File: src/rtl/pulse_stretch_if.sv
// ============================================================================
// pulse_stretch_if : event strobe, configuration and status bundle for pulse_stretch
// Rev 1.0
// ============================================================================
`default_nettype none

interface pulse_stretch_if #(
  parameter int CNT_WIDTH  = 8,
  parameter int PEND_WIDTH = 4
);
  logic                  pulse_in;
  logic [CNT_WIDTH-1:0]  stretch_len;
  logic                  retrig_en;
  logic                  clr_ovf;
  logic                  lvl_out;
  logic                  toggle_out;
  logic                  busy;
  logic [PEND_WIDTH-1:0] pend_cnt;
  logic                  ovf;

  modport master (
    output pulse_in, stretch_len, retrig_en, clr_ovf,
    input  lvl_out, toggle_out, busy, pend_cnt, ovf
  );

  modport slave (
    input  pulse_in, stretch_len, retrig_en, clr_ovf,
    output lvl_out, toggle_out, busy, pend_cnt, ovf
  );
endinterface

`default_nettype wire

File: src/rtl/pulse_stretch.sv
// ============================================================================
// pulse_stretch : turns single-cycle events into levels of programmable length
//                 with a guaranteed low gap, plus a toggle output for CDC.
// Rev 1.0
// ============================================================================
`default_nettype none

module pulse_stretch #(
  parameter int CNT_WIDTH  = 8,
  parameter int PEND_WIDTH = 4,
  parameter int MIN_GAP    = 2
) (
  input  wire logic        clk,
  input  wire logic        rst_n,
  pulse_stretch_if.slave   bus
);

  typedef enum logic [1:0] {
    IDLE = 2'd0,
    HIGH = 2'd1,
    GAP  = 2'd2
  } state_t;

  localparam logic [3:0]            GAP_INIT = 4'(MIN_GAP);
  localparam logic [PEND_WIDTH-1:0] PEND_MAX = {PEND_WIDTH{1'b1}};

  state_t                state_q, state_d;
  logic [CNT_WIDTH-1:0]  cnt_q, cnt_d;
  logic [3:0]            gap_q, gap_d;
  logic [PEND_WIDTH-1:0] pend_q, pend_d;
  logic                  ovf_q, ovf_d;
  logic                  lvl_q, tog_q;
  logic [CNT_WIDTH-1:0]  load_len;
  logic                  inc, dec, check, ovf_set;

  always_comb begin
    load_len = (bus.stretch_len == '0) ? CNT_WIDTH'(1) : bus.stretch_len;
    state_d  = state_q;
    cnt_d    = cnt_q;
    gap_d    = gap_q;
    inc      = 1'b0;
    dec      = 1'b0;
    check    = 1'b0;

    case (state_q)
      IDLE: begin
        if (bus.pulse_in) begin
          state_d = HIGH;
          cnt_d   = load_len;
        end
      end
      HIGH: begin
        if (bus.pulse_in && bus.retrig_en) begin
          cnt_d = load_len;
        end else begin
          inc = bus.pulse_in;
          if (cnt_q <= CNT_WIDTH'(1)) begin
            if (MIN_GAP > 0) begin
              state_d = GAP;
              gap_d   = GAP_INIT;
            end else begin
              check = 1'b1;
            end
          end else begin
            cnt_d = cnt_q - 1'b1;
          end
        end
      end
      GAP: begin
        inc = bus.pulse_in;
        if (gap_q <= 4'd1) begin
          check = 1'b1;
        end else begin
          gap_d = gap_q - 1'b1;
        end
      end
      default: state_d = IDLE;
    endcase

    // With an empty queue a pulse on the check cycle starts the next level
    // itself, so it must not also be queued.
    if (check) begin
      if (pend_q != '0) begin
        state_d = HIGH;
        cnt_d   = load_len;
        dec     = 1'b1;
      end else if (bus.pulse_in) begin
        state_d = HIGH;
        cnt_d   = load_len;
        inc     = 1'b0;
      end else begin
        state_d = IDLE;
      end
    end

    pend_d  = pend_q;
    ovf_set = 1'b0;
    if (inc && !dec) begin
      if (pend_q == PEND_MAX) begin
        ovf_set = 1'b1;
      end else begin
        pend_d = pend_q + 1'b1;
      end
    end else if (dec && !inc) begin
      pend_d = pend_q - 1'b1;
    end
    ovf_d = ovf_set | (ovf_q & ~bus.clr_ovf);
  end

  always_ff @(posedge clk or negedge rst_n) begin
    if (!rst_n) begin
      state_q <= IDLE;
      cnt_q   <= '0;
      gap_q   <= '0;
      pend_q  <= '0;
      ovf_q   <= 1'b0;
      lvl_q   <= 1'b0;
      tog_q   <= 1'b0;
    end else begin
      state_q <= state_d;
      cnt_q   <= cnt_d;
      gap_q   <= gap_d;
      pend_q  <= pend_d;
      ovf_q   <= ovf_d;
      lvl_q   <= (state_d == HIGH);
      tog_q   <= tog_q ^ bus.pulse_in;
    end
  end

  assign bus.lvl_out    = lvl_q;
  assign bus.toggle_out = tog_q;
  assign bus.pend_cnt   = pend_q;
  assign bus.ovf        = ovf_q;
  assign bus.busy       = (state_q != IDLE) || (pend_q != '0);

endmodule

`default_nettype wire

File: src/flat_wrapper.sv
// flat-port wrapper written by rule: the top's interface ports become plain ports
module pulse_stretch_flat 
#(
  parameter int CNT_WIDTH  = 8,
  parameter int PEND_WIDTH = 4,
  parameter int MIN_GAP    = 2
)
  (clk, rst_n, bus_pulse_in, bus_stretch_len, bus_retrig_en, bus_clr_ovf, bus_lvl_out, bus_toggle_out, bus_busy, bus_pend_cnt, bus_ovf);
  pulse_stretch_if #(.CNT_WIDTH(CNT_WIDTH), .PEND_WIDTH(PEND_WIDTH)) bus_i ();
  input  wire logic clk;
  input  wire logic rst_n;
  input wire logic [$bits(bus_i.pulse_in)-1:0] bus_pulse_in;
  input wire logic [$bits(bus_i.stretch_len)-1:0] bus_stretch_len;
  input wire logic [$bits(bus_i.retrig_en)-1:0] bus_retrig_en;
  input wire logic [$bits(bus_i.clr_ovf)-1:0] bus_clr_ovf;
  output wire logic [$bits(bus_i.lvl_out)-1:0] bus_lvl_out;
  output wire logic [$bits(bus_i.toggle_out)-1:0] bus_toggle_out;
  output wire logic [$bits(bus_i.busy)-1:0] bus_busy;
  output wire logic [$bits(bus_i.pend_cnt)-1:0] bus_pend_cnt;
  output wire logic [$bits(bus_i.ovf)-1:0] bus_ovf;
  assign bus_i.pulse_in = bus_pulse_in;
  assign bus_i.stretch_len = bus_stretch_len;
  assign bus_i.retrig_en = bus_retrig_en;
  assign bus_i.clr_ovf = bus_clr_ovf;
  assign bus_lvl_out = bus_i.lvl_out;
  assign bus_toggle_out = bus_i.toggle_out;
  assign bus_busy = bus_i.busy;
  assign bus_pend_cnt = bus_i.pend_cnt;
  assign bus_ovf = bus_i.ovf;
  pulse_stretch #(.CNT_WIDTH(CNT_WIDTH), .PEND_WIDTH(PEND_WIDTH), .MIN_GAP(MIN_GAP)) u_core (.clk(clk), .rst_n(rst_n), .bus(bus_i));
endmodule
File: config.mk
export PLATFORM = sky130hd
export DESIGN_NAME = pulse_stretch_flat
export DESIGN_NICKNAME = d
export VERILOG_FILES = /design/src/rtl/pulse_stretch_if.sv /design/src/rtl/pulse_stretch.sv /design/src/flat_wrapper.sv
export SDC_FILE = /design/constraint.sdc
export NUM_CORES = 1
export LEC_CHECK = 0
export ABC_CLOCK_PERIOD_IN_PS = 3600
export CAP_MARGIN = 20
export CORE_ASPECT_RATIO = 1.5
export CORE_UTILIZATION = 50
export DETAILED_ROUTE_END_ITERATION = 7
export PLACE_DENSITY_LB_ADDON = 0.08
export SYNTH_ARGS = -nofsm -noshare
export SYNTH_HDL_FRONTEND = slang
export SYNTH_SLANG_ARGS = --single-unit
export TNS_END_PERCENT = 1
File: constraint.sdc
create_clock -name clk -period 3.6 [get_ports clk]
set_clock_uncertainty 0.2 [all_clocks]
set_input_delay 0.9 -clock clk [delete_from_list [all_inputs] [get_ports clk]]
set_output_delay 0.9 -clock clk [all_outputs]
set_load 0.02 [all_outputs]
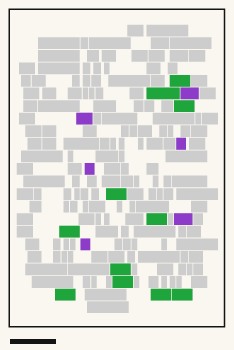
*Gate families picked out*
Scale bar: 10 microns.
- and/or cells: purple (cells 6)
- fa/ha/maj cells: green (cells 11; most used ha_1)

==> results.txt <==
Layout cell share with drive strength beyond 1 - 10.8%
Detailed-route wire length on metal 1 - 1230 microns
Final clock period utilization by the worst path - 90.6%
Number of fillers in the final layout - 239
Cell area reported after detailed placement - 1720 sq um
Fraction of the mapped netlist area in simple logic gates - 19.8%
Fraction of post-synthesis cell area in the top cell type by area - 35.8%
Min Tclk post-route - 3.26 ns
Run status - complete, no violations
Number of placement rows - 23
Leakage component of the power - 0.732 nW
TritonCTS clock tree - yes
Data arrival time of the critical path - 2.16 ns
Crit path capture - bus_busy
Vias in the first global route - 1,247
Post-Synthesis Net Count - 177
Final setup violation count - 0
Dominant class by area - multi-input combinational cells
Drt first-iter violations - 42
FA/HA/MAJ Cells, Area Fraction - 9.88%
Power density over cell area - 784 nW/um^2
Worst-path fanout max - 6
Accumulated negative setup slack - 0 ns
Tally of max-capacitance violations - 0
Root Buffer Master - sky130_fd_sc_hd__clkbuf_8
Placed insts - 209
Switching pwr - 0.627 mW
Initial antenna violation count - 0
Remaining number of nets flagged by the antenna check after routing - 0
Kind of cell with the highest combined delay on the critical path - simple AND/OR/NAND/NOR gates
Number of multi-input logic gates - 120
Finished Cell Area - 1760 sq um
Tapcell count - 37
Combinational share of cell area - 50.9%
Cells traversed along the worst timing path - or4_4 -> or2_2 -> clkdlybuf4s50_1
Overall global routing resource usage - 23.5%
Type of the setup path with the least slack - flop to primary output
Highest metal layer used by the detailed router - met4
Boundary Pins - 21
Worst-case reg-to-reg path depth - 11
Overall overflow remaining after global route - 0
R2r startpoint - u_core.state_q[0]
Die H - 68.4 microns
Vias per inst - 5.92
Xor+xnor area frac - 2.39%
Dominant cell by count in the synthesized netlist - sky130_fd_sc_hd__dfrtp_1
HPWL after detailed placement - 2590 microns
# clk buffers - 4
Post-cts resize count - 0
Biggest cell delay along the critical path - 0.60 ns
Most used logic cell in the final layout - sky130_fd_sc_hd__dfrtp_1
Final sequential cell count - 21
Reg2Reg Capture Point - u_core.bus.pend_cnt[3]
Grt met2 use - 47.2%
Syn avg cell area - 9.60 sq um
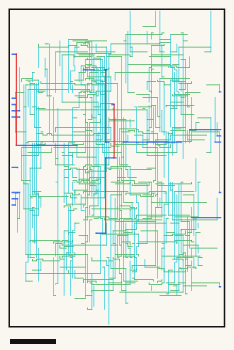
*Wiring by layer*
Scale bar: 10 microns.
- M3: blue (wire length 58.4 microns)
- M4: red (wire length 63.2 microns)
- M1: green (wire length 1,230 microns)
- M2: cyan (wire length 1,890 microns)

No activity file was given, so power comes from the tool's default toggle rates.
